### src/rtl/tcm_lsu.sv
// tcm_lsu: single-outstanding load/store initiator for TCM port B.
// Optional grant timeout enabled by defining TCM_LSU_TIMEOUT_EN.
module tcm_lsu #(
  parameter int unsigned TIMEOUT_CYCLES = 16
) (
  input  logic        aclk,
  input  logic        areset,
  input  logic        req_valid,
  output logic        req_ready,
  input  logic [31:0] req_addr,
  input  logic        req_we,
  input  logic [1:0]  req_size,
  input  logic        req_unsigned,
  input  logic [31:0] req_wdata,
  output logic        rsp_valid,
  output logic [31:0] rsp_rdata,
  output logic        rsp_err,
  output logic [31:0] address_b,
  output logic        request_b,
  output logic        write_enable_b,
  output logic [3:0]  write_byte_enable_b,
  output logic [31:0] write_data_b,
  input  logic [31:0] read_data_b,
  input  logic        grant_b,
  input  logic        valid_b
);
  localparam logic [1:0] IDLE = 2'd0, REQ = 2'd1, WAIT = 2'd2, RESP = 2'd3;
  logic [1:0]  state;
  logic [1:0]  off;
  logic [1:0]  size;
  logic        uns;
  logic        err;
  logic        bad;
  logic        expired;
  logic [3:0]  be_n;
  logic [31:0] wd_n;
  logic [7:0]  b_lane;
  logic [15:0] h_lane;
  logic [31:0] ext;
  assign bad = req_size == 2'd3 || (req_size == 2'd1 && req_addr[0]) ||
               (req_size == 2'd2 && req_addr[1:0] != 2'd0);
  always_comb begin
    be_n   = req_size == 2'd0 ? 4'b0001 << req_addr[1:0] :
             req_size == 2'd1 ? 4'b0011 << req_addr[1:0] : 4'hF;
    wd_n   = req_size == 2'd0 ? {4{req_wdata[7:0]}} :
             req_size == 2'd1 ? {2{req_wdata[15:0]}} : req_wdata;
    b_lane = 8'(read_data_b >> {off, 3'b000});
    h_lane = 16'(read_data_b >> {off[1], 4'b0000});
    ext    = size == 2'd0 ? {{24{~uns & b_lane[7]}}, b_lane} :
             size == 2'd1 ? {{16{~uns & h_lane[15]}}, h_lane} : read_data_b;
  end
`ifdef TCM_LSU_TIMEOUT_EN
  localparam int CW = $clog2(TIMEOUT_CYCLES + 1);
  logic [CW-1:0] cnt;
  // Counter is held at zero outside REQ, so every REQ entry starts fresh.
  assign expired = state == REQ && !grant_b && cnt == CW'(TIMEOUT_CYCLES - 1);
  always_ff @(posedge aclk) cnt <= (areset || state != REQ) ? '0 : grant_b ? cnt : cnt + 1'b1;
`else
  assign expired = 1'b0;
`endif
  assign req_ready = state == IDLE && !areset;
  assign request_b = state == REQ;
  assign rsp_valid = state == RESP;
  assign rsp_err   = state == RESP && err;
  always_ff @(posedge aclk) begin
    if (areset) begin
      state               <= IDLE;
      address_b           <= '0;
      write_enable_b      <= 1'b0;
      write_byte_enable_b <= '0;
      write_data_b        <= '0;
      rsp_rdata           <= '0;
      err                 <= 1'b0;
      off                 <= '0;
      size                <= '0;
      uns                 <= 1'b0;
    end else begin
      case (state)
        IDLE: if (req_valid) begin
          state               <= bad ? RESP : REQ;
          address_b           <= {req_addr[31:2], 2'b00};
          write_enable_b      <= req_we && !bad;
          write_byte_enable_b <= (req_we && !bad) ? be_n : 4'h0;
          write_data_b        <= req_we ? wd_n : 32'h0;
          rsp_rdata           <= '0;
          err                 <= bad;
          off                 <= req_addr[1:0];
          size                <= req_size;
          uns                 <= req_unsigned;
        end
        REQ: if (grant_b) state <= WAIT;
             else if (expired) begin
               state <= RESP;
               err   <= 1'b1;
             end
        WAIT: if (valid_b) begin
          state <= RESP;
          if (!write_enable_b) rsp_rdata <= ext;
        end
        default: state <= IDLE;
      endcase
    end
  end
endmodule

### config.mk
export PLATFORM = sky130hd
export DESIGN_NAME = tcm_lsu
export DESIGN_NICKNAME = d
export VERILOG_FILES = /design/src/rtl/tcm_lsu.sv
export SDC_FILE = /design/constraint.sdc
export NUM_CORES = 1
export LEC_CHECK = 0
export CAP_MARGIN = 5
export CORE_AREA = 4 4 118 120
export DETAILED_ROUTE_END_ITERATION = 10
export DIE_AREA = 0 0 122 124
export GPL_ROUTABILITY_DRIVEN = 0
export PLACE_DENSITY = 0.83
export SLEW_MARGIN = 20
export SYNTH_ARGS = -nofsm -noshare
export SYNTH_HDL_FRONTEND = slang
export SYNTH_SLANG_ARGS = --single-unit
### constraint.sdc
create_clock -name aclk -period 2.06 [get_ports aclk]
set_clock_uncertainty 0.1 [all_clocks]
set_input_delay 0.412 -clock aclk [delete_from_list [all_inputs] [get_ports aclk]]
set_output_delay 0.412 -clock aclk [all_outputs]
set_load 0.05 [all_outputs]
==> reports/results.ini <==
[flow_run]
drv_cap=0

[drt]
wire_per_inst_um=17.4
routed_wirelength_mm=16.3
wl_met1_mm=5.97
met3_length_mm=2.15
ant_nets=0
first_pass_iters=5
met2_length_mm=7.76
viasPerCell=5.27

[synthesis]
ys_sh_xor_pct=0
async_flop_share_pct=0
ys_area_um2=4810
yosys_warnings=0
ys_cells=540
top_cells_by_count=107 x dfxtp_1, 105 x nand2_1, 61 x a21oi_1
aoi_share_pct=21.6
syn_inst=540

[cells_and_area]
final_cell_mix=145 x clkdlybuf4s50_1, 107 x dfxtp_1, 104 x nand2_1
layout.area.comb_um2=2420
final_nets=867
clock_buffers=11
lay_top_count=clkdlybuf4s50_1
flops=107
nNonClkBuffers=248

[power]
clockPowerShare_pct=22.4
pg_comb_mw=3.22
power_density_nw_per_um2=964
p_seq_mw=2.48

[worst_hold_path]
hp-start=areset
hold_depth=3

[sta]
finalCritPeriodShare_pct=98.2
worst_hold_slack_ns=0.347
setup_viol=0
worstMarginPinSlew_ns=0.703

[placed_design]
io_buffers=207

[cts]
post_cts_resized=5
cts.clk_slew.worst_paths_ns=0.07
cts_buffer_depth=2
numCtsBuffers=9
cts_tree=yes

[outcome]
status=completed

[worst_setup_path]
rrSetupSlack_ns=0.11
start_kind=flop
worstPathCellList=clkdlybuf4s50_1
crit_path_end_kind=output pin
r2r_cells=8
r2r_start=state[0]$_SDFFE_PP0P_
cp-startpoint=rsp_rdata[5]$_SDFFE_PP0P_
crit_fanout=2

[global_route]
grt_use_met3_pct=10.5
grt_max_degree=70

[floorplanning]
io_pins=210

Placement by cell class:
The bar under the picture is 20 um long. Fill, decap, tap and diode cells in gray.
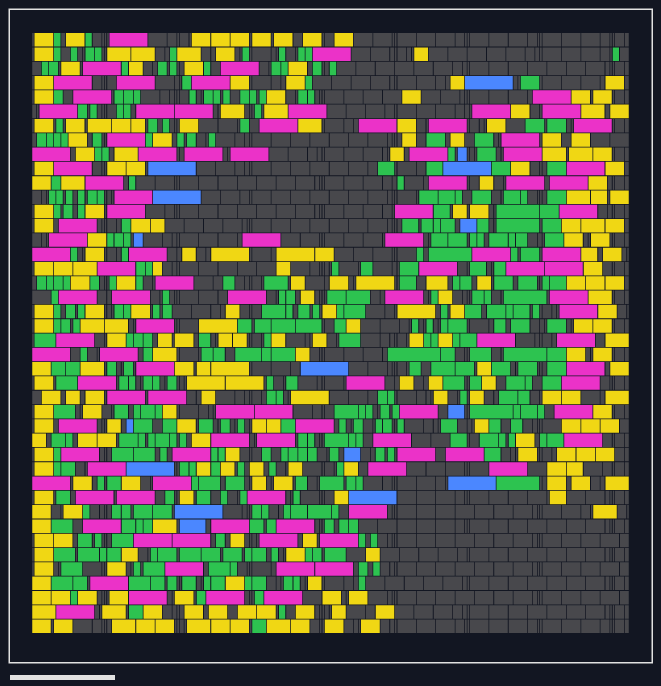
Key: blue = clock drivers and dummy loads [cells 16, share of their area 3.8%]; magenta = registers [cells 107, share of their area 29%]; green = remaining logic cells [cells 388, share of their area 34%]; yellow = remaining buffers and delay cells [cells 248, share of their area 34%]

Power grid:
Pins as bars on the die edge. Tap cells in gray.
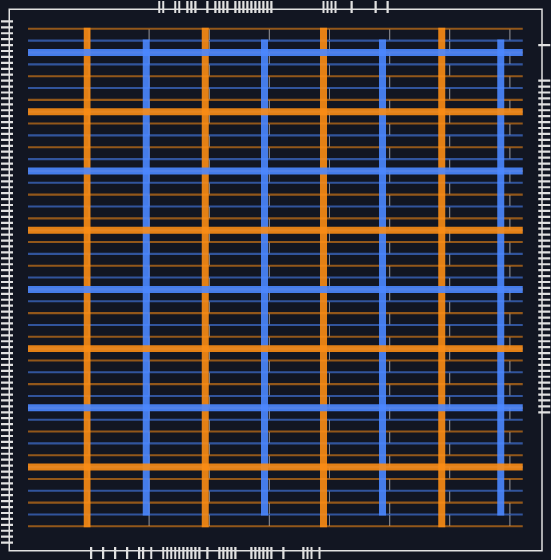
Key: orange = VSS; blue = VDD
8 straps on met5. 43 met1 rails follow the rows. 176 tap cells.

Clock network drawn from the DEF:
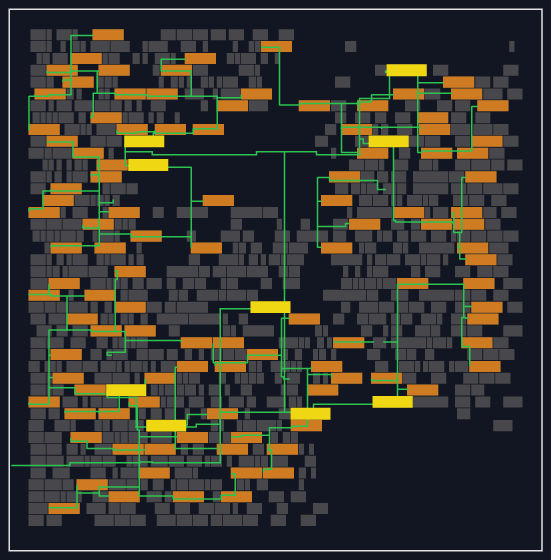
Key: yellow = clock-net drivers [count 9]; green = clock wires [length 1330 um]; orange = flip-flops [count 107]
Position of the flops: widely spread.

Placement view:
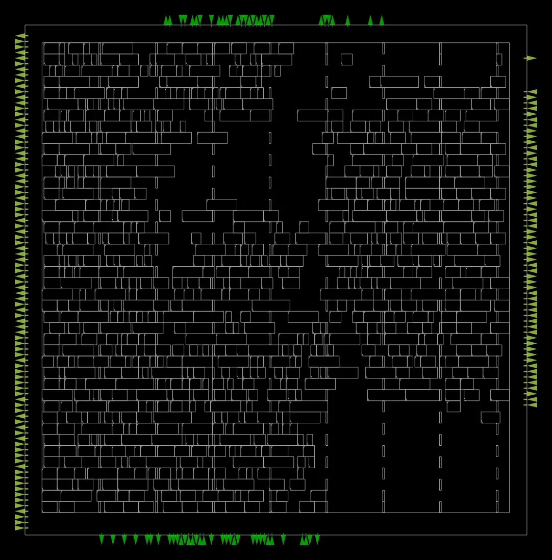
fillers: 1121
row count: 42
Final Util: 58.7%

Metal 2:
The bar under the picture is 20 um long.
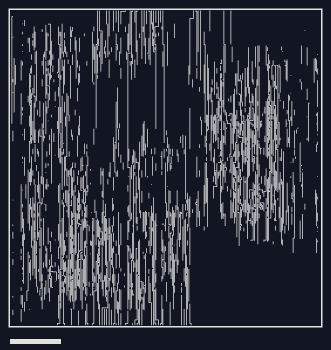
The wires run mostly vertical. 753 nets have wire on it.

